ff_map.png
(8 px per µm) Other sequential cells in the stronger grey, the rest of the logic in the fainter grey.
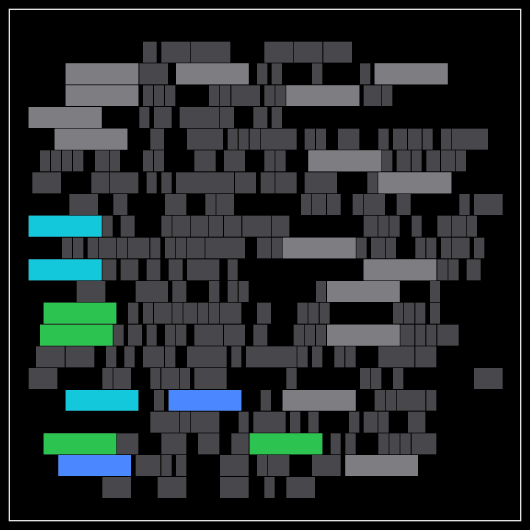
congestion_map.png
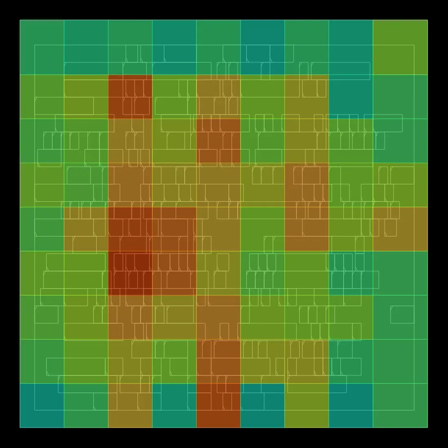
### src/rtl/game_sequencer.sv
// Top-level play-session controller: sequences OFF/WLCM/CH/GAME/PA/WL and tracks lives,
// world, character and collision immunity for the obstacle generator.
module game_sequencer #(
    parameter int VIDAS_INI   = 3,
    parameter int WLCM_SEG    = 3,
    parameter int WL_SEG      = 5,
    parameter int INMUNE_SEG  = 2,
    parameter int MUNDO_FINAL = 2
) (
    input  logic       clk,
    input  logic       rst,
    input  logic       tick_1hz,
    input  logic       btn_power,
    input  logic       btn_start,
    input  logic       btn_pause,
    input  logic       btn_sel,
    input  logic       colision,
    input  logic       bono_tomado,
    output logic [2:0] presente,
    output logic [1:0] W_or_L,
    output logic [1:0] mundo,
    output logic [1:0] vidas,
    output logic [1:0] personaje,
    output logic       inmune
);

    typedef enum logic [2:0] {
        S_OFF  = 3'd0,
        S_WLCM = 3'd1,
        S_CH   = 3'd2,
        S_GAME = 3'd3,
        S_WL   = 3'd4,
        S_PA   = 3'd5
    } state_t;

    localparam logic [3:0] WLCM_T  = 4'(WLCM_SEG);
    localparam logic [3:0] WL_T    = 4'(WL_SEG);
    localparam logic [3:0] INM_T   = 4'(INMUNE_SEG);
    localparam logic [1:0] VIDAS_L = 2'(VIDAS_INI);
    localparam logic [1:0] MUNDO_L = 2'(MUNDO_FINAL);

    state_t     state_reg, state_next;
    logic [1:0] w_or_l_reg, w_or_l_next;
    logic [1:0] mundo_reg, mundo_next;
    logic [1:0] vidas_reg, vidas_next;
    logic [1:0] personaje_reg, personaje_next;
    logic       inmune_reg, inmune_next;
    logic [3:0] timer_reg, timer_next;
    logic [3:0] inm_timer_reg, inm_timer_next;

    // Button order: 0=power, 1=start, 2=pause, 3=sel
    logic [3:0] btn_level;
    logic [3:0] btn_prev_reg;
    logic [3:0] btn_edge;

    assign btn_level = {btn_sel, btn_pause, btn_start, btn_power};

    generate
        for (genvar gi = 0; gi < 4; gi++) begin : g_btn
            always_ff @(posedge clk or posedge rst) begin
                if (rst) btn_prev_reg[gi] <= 1'b0;
                else     btn_prev_reg[gi] <= btn_level[gi];
            end
            assign btn_edge[gi] = btn_level[gi] & ~btn_prev_reg[gi];
        end
    endgenerate

    function automatic logic [3:0] sat_inc(input logic [3:0] v);
        return (v == 4'hF) ? v : v + 4'd1;
    endfunction

    logic [3:0] timer_tick;
    logic [3:0] inm_timer_tick;

    assign timer_tick     = tick_1hz ? sat_inc(timer_reg) : timer_reg;
    assign inm_timer_tick = tick_1hz ? sat_inc(inm_timer_reg) : inm_timer_reg;

    always_ff @(posedge clk or posedge rst) begin
        if (rst) begin
            state_reg     <= S_OFF;
            w_or_l_reg    <= 2'b00;
            mundo_reg     <= 2'd0;
            vidas_reg     <= 2'd0;
            personaje_reg <= 2'd0;
            inmune_reg    <= 1'b0;
            timer_reg     <= 4'd0;
            inm_timer_reg <= 4'd0;
        end else begin
            state_reg     <= state_next;
            w_or_l_reg    <= w_or_l_next;
            mundo_reg     <= mundo_next;
            vidas_reg     <= vidas_next;
            personaje_reg <= personaje_next;
            inmune_reg    <= inmune_next;
            timer_reg     <= timer_next;
            inm_timer_reg <= inm_timer_next;
        end
    end

    always_comb begin
        state_next     = state_reg;
        w_or_l_next    = w_or_l_reg;
        mundo_next     = mundo_reg;
        vidas_next     = vidas_reg;
        personaje_next = personaje_reg;
        inmune_next    = inmune_reg;
        timer_next     = timer_reg;
        inm_timer_next = inm_timer_reg;

        case (state_reg)
            S_OFF: begin
                if (btn_edge[0]) begin
                    state_next = S_WLCM;
                    timer_next = 4'd0;
                end
            end
            S_WLCM: begin
                w_or_l_next = 2'b00;
                mundo_next  = 2'd0;
                timer_next  = timer_tick;
                if (btn_edge[1] || timer_tick >= WLCM_T) begin
                    state_next = S_CH;
                    timer_next = 4'd0;
                end
            end
            S_CH: begin
                if (btn_edge[3]) personaje_next = personaje_reg + 2'd1;
                if (btn_edge[1]) begin
                    state_next     = S_GAME;
                    vidas_next     = VIDAS_L;
                    mundo_next     = 2'd0;
                    w_or_l_next    = 2'b00;
                    inmune_next    = 1'b0;
                    inm_timer_next = 4'd0;
                    timer_next     = 4'd0;
                end
            end
            S_GAME: begin
                if (inmune_reg) begin
                    inm_timer_next = inm_timer_tick;
                    if (inm_timer_tick >= INM_T) inmune_next = 1'b0;
                end
                if (btn_edge[2]) state_next = S_PA;
                // Bonus outranks a same-clk collision; win/lose outranks pause
                if (bono_tomado) begin
                    if (mundo_reg < MUNDO_L) begin
                        mundo_next = mundo_reg + 2'd1;
                    end else begin
                        w_or_l_next = 2'b10;
                        state_next  = S_WL;
                        timer_next  = 4'd0;
                    end
                end else if (colision && !inmune_reg && vidas_reg != 2'd0) begin
                    vidas_next     = vidas_reg - 2'd1;
                    inmune_next    = 1'b1;
                    inm_timer_next = 4'd0;
                    if (vidas_reg == 2'd1) begin
                        w_or_l_next = 2'b01;
                        state_next  = S_WL;
                        timer_next  = 4'd0;
                    end
                end
            end
            S_PA: begin
                if (btn_edge[2]) state_next = S_GAME;
            end
            S_WL: begin
                timer_next = timer_tick;
                if (btn_edge[1] || timer_tick >= WL_T) begin
                    state_next     = S_WLCM;
                    w_or_l_next    = 2'b00;
                    mundo_next     = 2'd0;
                    vidas_next     = 2'd0;
                    inmune_next    = 1'b0;
                    inm_timer_next = 4'd0;
                    timer_next     = 4'd0;
                end
            end
            default: begin
                state_next = S_OFF;
            end
        endcase

        if (btn_edge[0] && state_reg != S_OFF) begin
            state_next     = S_OFF;
            w_or_l_next    = 2'b00;
            mundo_next     = 2'd0;
            vidas_next     = 2'd0;
            inmune_next    = 1'b0;
            timer_next     = 4'd0;
            inm_timer_next = 4'd0;
        end
    end

    assign presente  = state_reg;
    assign W_or_L    = w_or_l_reg;
    assign mundo     = mundo_reg;
    assign vidas     = vidas_reg;
    assign personaje = personaje_reg;
    assign inmune    = inmune_reg;

endmodule

### config.mk
export PLATFORM = sky130hd
export DESIGN_NAME = game_sequencer
export DESIGN_NICKNAME = d
export VERILOG_FILES = /design/src/rtl/game_sequencer.sv
export SDC_FILE = /design/constraint.sdc
export NUM_CORES = 1
export LEC_CHECK = 0
export ABC_AREA = 1
export CAP_MARGIN = 30
export CORE_MARGIN = 2
export CORE_UTILIZATION = 45
export CTS_BUF_LIST = sky130_fd_sc_hd__clkbuf_8
export CTS_CLUSTER_SIZE = 16
export DETAILED_ROUTE_END_ITERATION = 10
export PLACE_DENSITY = 0.67
export REMOVE_ABC_BUFFERS = 1
export SLEW_MARGIN = 20
export SYNTH_ARGS = -nofsm -noshare
export SYNTH_HDL_FRONTEND = slang
export SYNTH_SLANG_ARGS = --single-unit
### constraint.sdc
create_clock -name clk -period 2 [get_ports clk]
set_input_delay 0.5 -clock clk [delete_from_list [all_inputs] [get_ports clk]]
set_output_delay 0.5 -clock clk [all_outputs]
set_load 0.005 [all_outputs]
==> results.sh <==
# flow metrics
export IMPL_synth_most_common_cell="nand2_1"
export IMPL_finalClockPeriodUsage=0.895
export IMPL_comb_cells=164
export IMPL_synth_main_ff_cell="dfrtp_1"
export IMPL_ys_top_cells_by_area="dfrtp_1, nand2_1, inv_1, nand3_1, nor2_1"
export IMPL_slowest_stage="clkdlybuf4s50_1"
export IMPL_buf_share=0.145
export IMPL_adder_share=0.0312
export IMPL_grt_pass1_vias=1383
export IMPL_clock_latency_ps=270
export IMPL_dpl_hpwl_um=2610
export IMPL_clock_buffers=4
export IMPL_min_path_type="reg2reg"
export IMPL_compound_area_frac=0.0966
export IMPL_n_fill_cell=309
export IMPL_fmax_mhz=558
export IMPL_critPathBufInv=1
export IMPL_layout_setup_ws_ps=209
export IMPL_status="finished clean"
export IMPL_inverters=35
export IMPL_maxSlewHeadroom=0.793
export IMPL_chipArea_um2=4060
export IMPL_antenna_left=0
export IMPL_tap_cells=46
export IMPL_fp_coreArea_um2=3390
export IMPL_cp_end_kind="output pin"
export IMPL_portBuffers=20
export IMPL_clockRootBuffer="clkbuf_8"
export IMPL_comb_power_share=0.550
export IMPL_swShare=0.428
export IMPL_synthTopLogicFamily="simple AND/OR/NAND/NOR gates"
export IMPL_grt_max_degree=25
export IMPL_clock_sinks=24
export IMPL_top_area_cell="dfrtp_1"
export IMPL_power_clock_fraction=0.140
export IMPL_drv_cap=0
export IMPL_ys_seq_frac=0.374
## Picture notes: ff_map.png
- btn_prev_reg: green (sequential cells 4; where lower left)
- presente: cyan (sequential cells 3)
- personaje: blue (sequential cells 2)
- not coloured: 15
FF+latch area: 601 µm²
fraction of area in registers: 0.300
final core occ: 0.591
total sequential power: 0.000735 W

## Picture notes: congestion_map.png
met3 usage: 0.0229
WL/cell: 10.9 µm

## power by group through the flow
stage | clock network, W | logic (W) | registers, W
floorplan | 0 | 0.000851 | 0.000731
global placement | 0 | 0.00130 | 0.000742
detailed placement | 0 | 0.00131 | 0.000745
CTS | 0.000343 | 0.00132 | 0.000735
global route | 0.000369 | 0.00147 | 0.000760
finish | 0.000333 | 0.00131 | 0.000735
## kinds of logic after synthesis
family / count (synthesis)
buffers and inverters: 36
DFF: 24
xor gates and xnor gates: 2
AOI/OAI and AO/OA: 25
and+or+nand+nor: 133
adders and majority gates: 4
## per-stage QoR
step / hold slack [ps] / area [µm²] / power, W / TNS, ps / instances
after global routing: 499 / 2000 / 0.00260 / 0 / 305
after detailed placement: 462 / 1950 / 0.00205 / -422 / 301
final: 470 / 2000 / 0.00238 / 0 / 305
after global placement: 461 / 1950 / 0.00204 / -385 / 301
after CTS: 476 / 2000 / 0.00239 / 0 / 305
after floorplan: 464 / 1600 / 0.00158 / 0 / 223
## per-layer routing
layer | wire length [µm] | global-route usage | share of wire
met1 | 1680 | 0.241 | 0.50
met3 | 114 | 0.0229 | 0.034
met4 | 52 | 0.0734 | 0.016
met5 | 0 | 0 | 0
met2 | 1490 | 0.304 | 0.45
## final timing paths
path / start / endpoint / slack [ps] / cells after the start
max: presente[0] / presente[0] / 210 / 1
min: personaje[1] / personaje[1] / 470 / 1
max reg2reg: timer_reg[0] / vidas[0] / 370 / 12
min reg2reg: personaje[1] / personaje[1] / 470 / 1
max in group asynchronous: rst / vidas[0] / 1200 / 3
min in group asynchronous: rst / btn_prev_reg[1] / 570 / 3
## cell usage in the layout, fill, tap and decap left out, drive strengths merged, types with 7 or more instances in the layout
cell type,n
inv,35
nand3,20
clkdlybuf4s50,20
nand2,80
nor2,25
buf,12
o21ai,12
dfrtp,24
a21oi,7
No activity file was given, so power comes from the tool's default toggle rates.
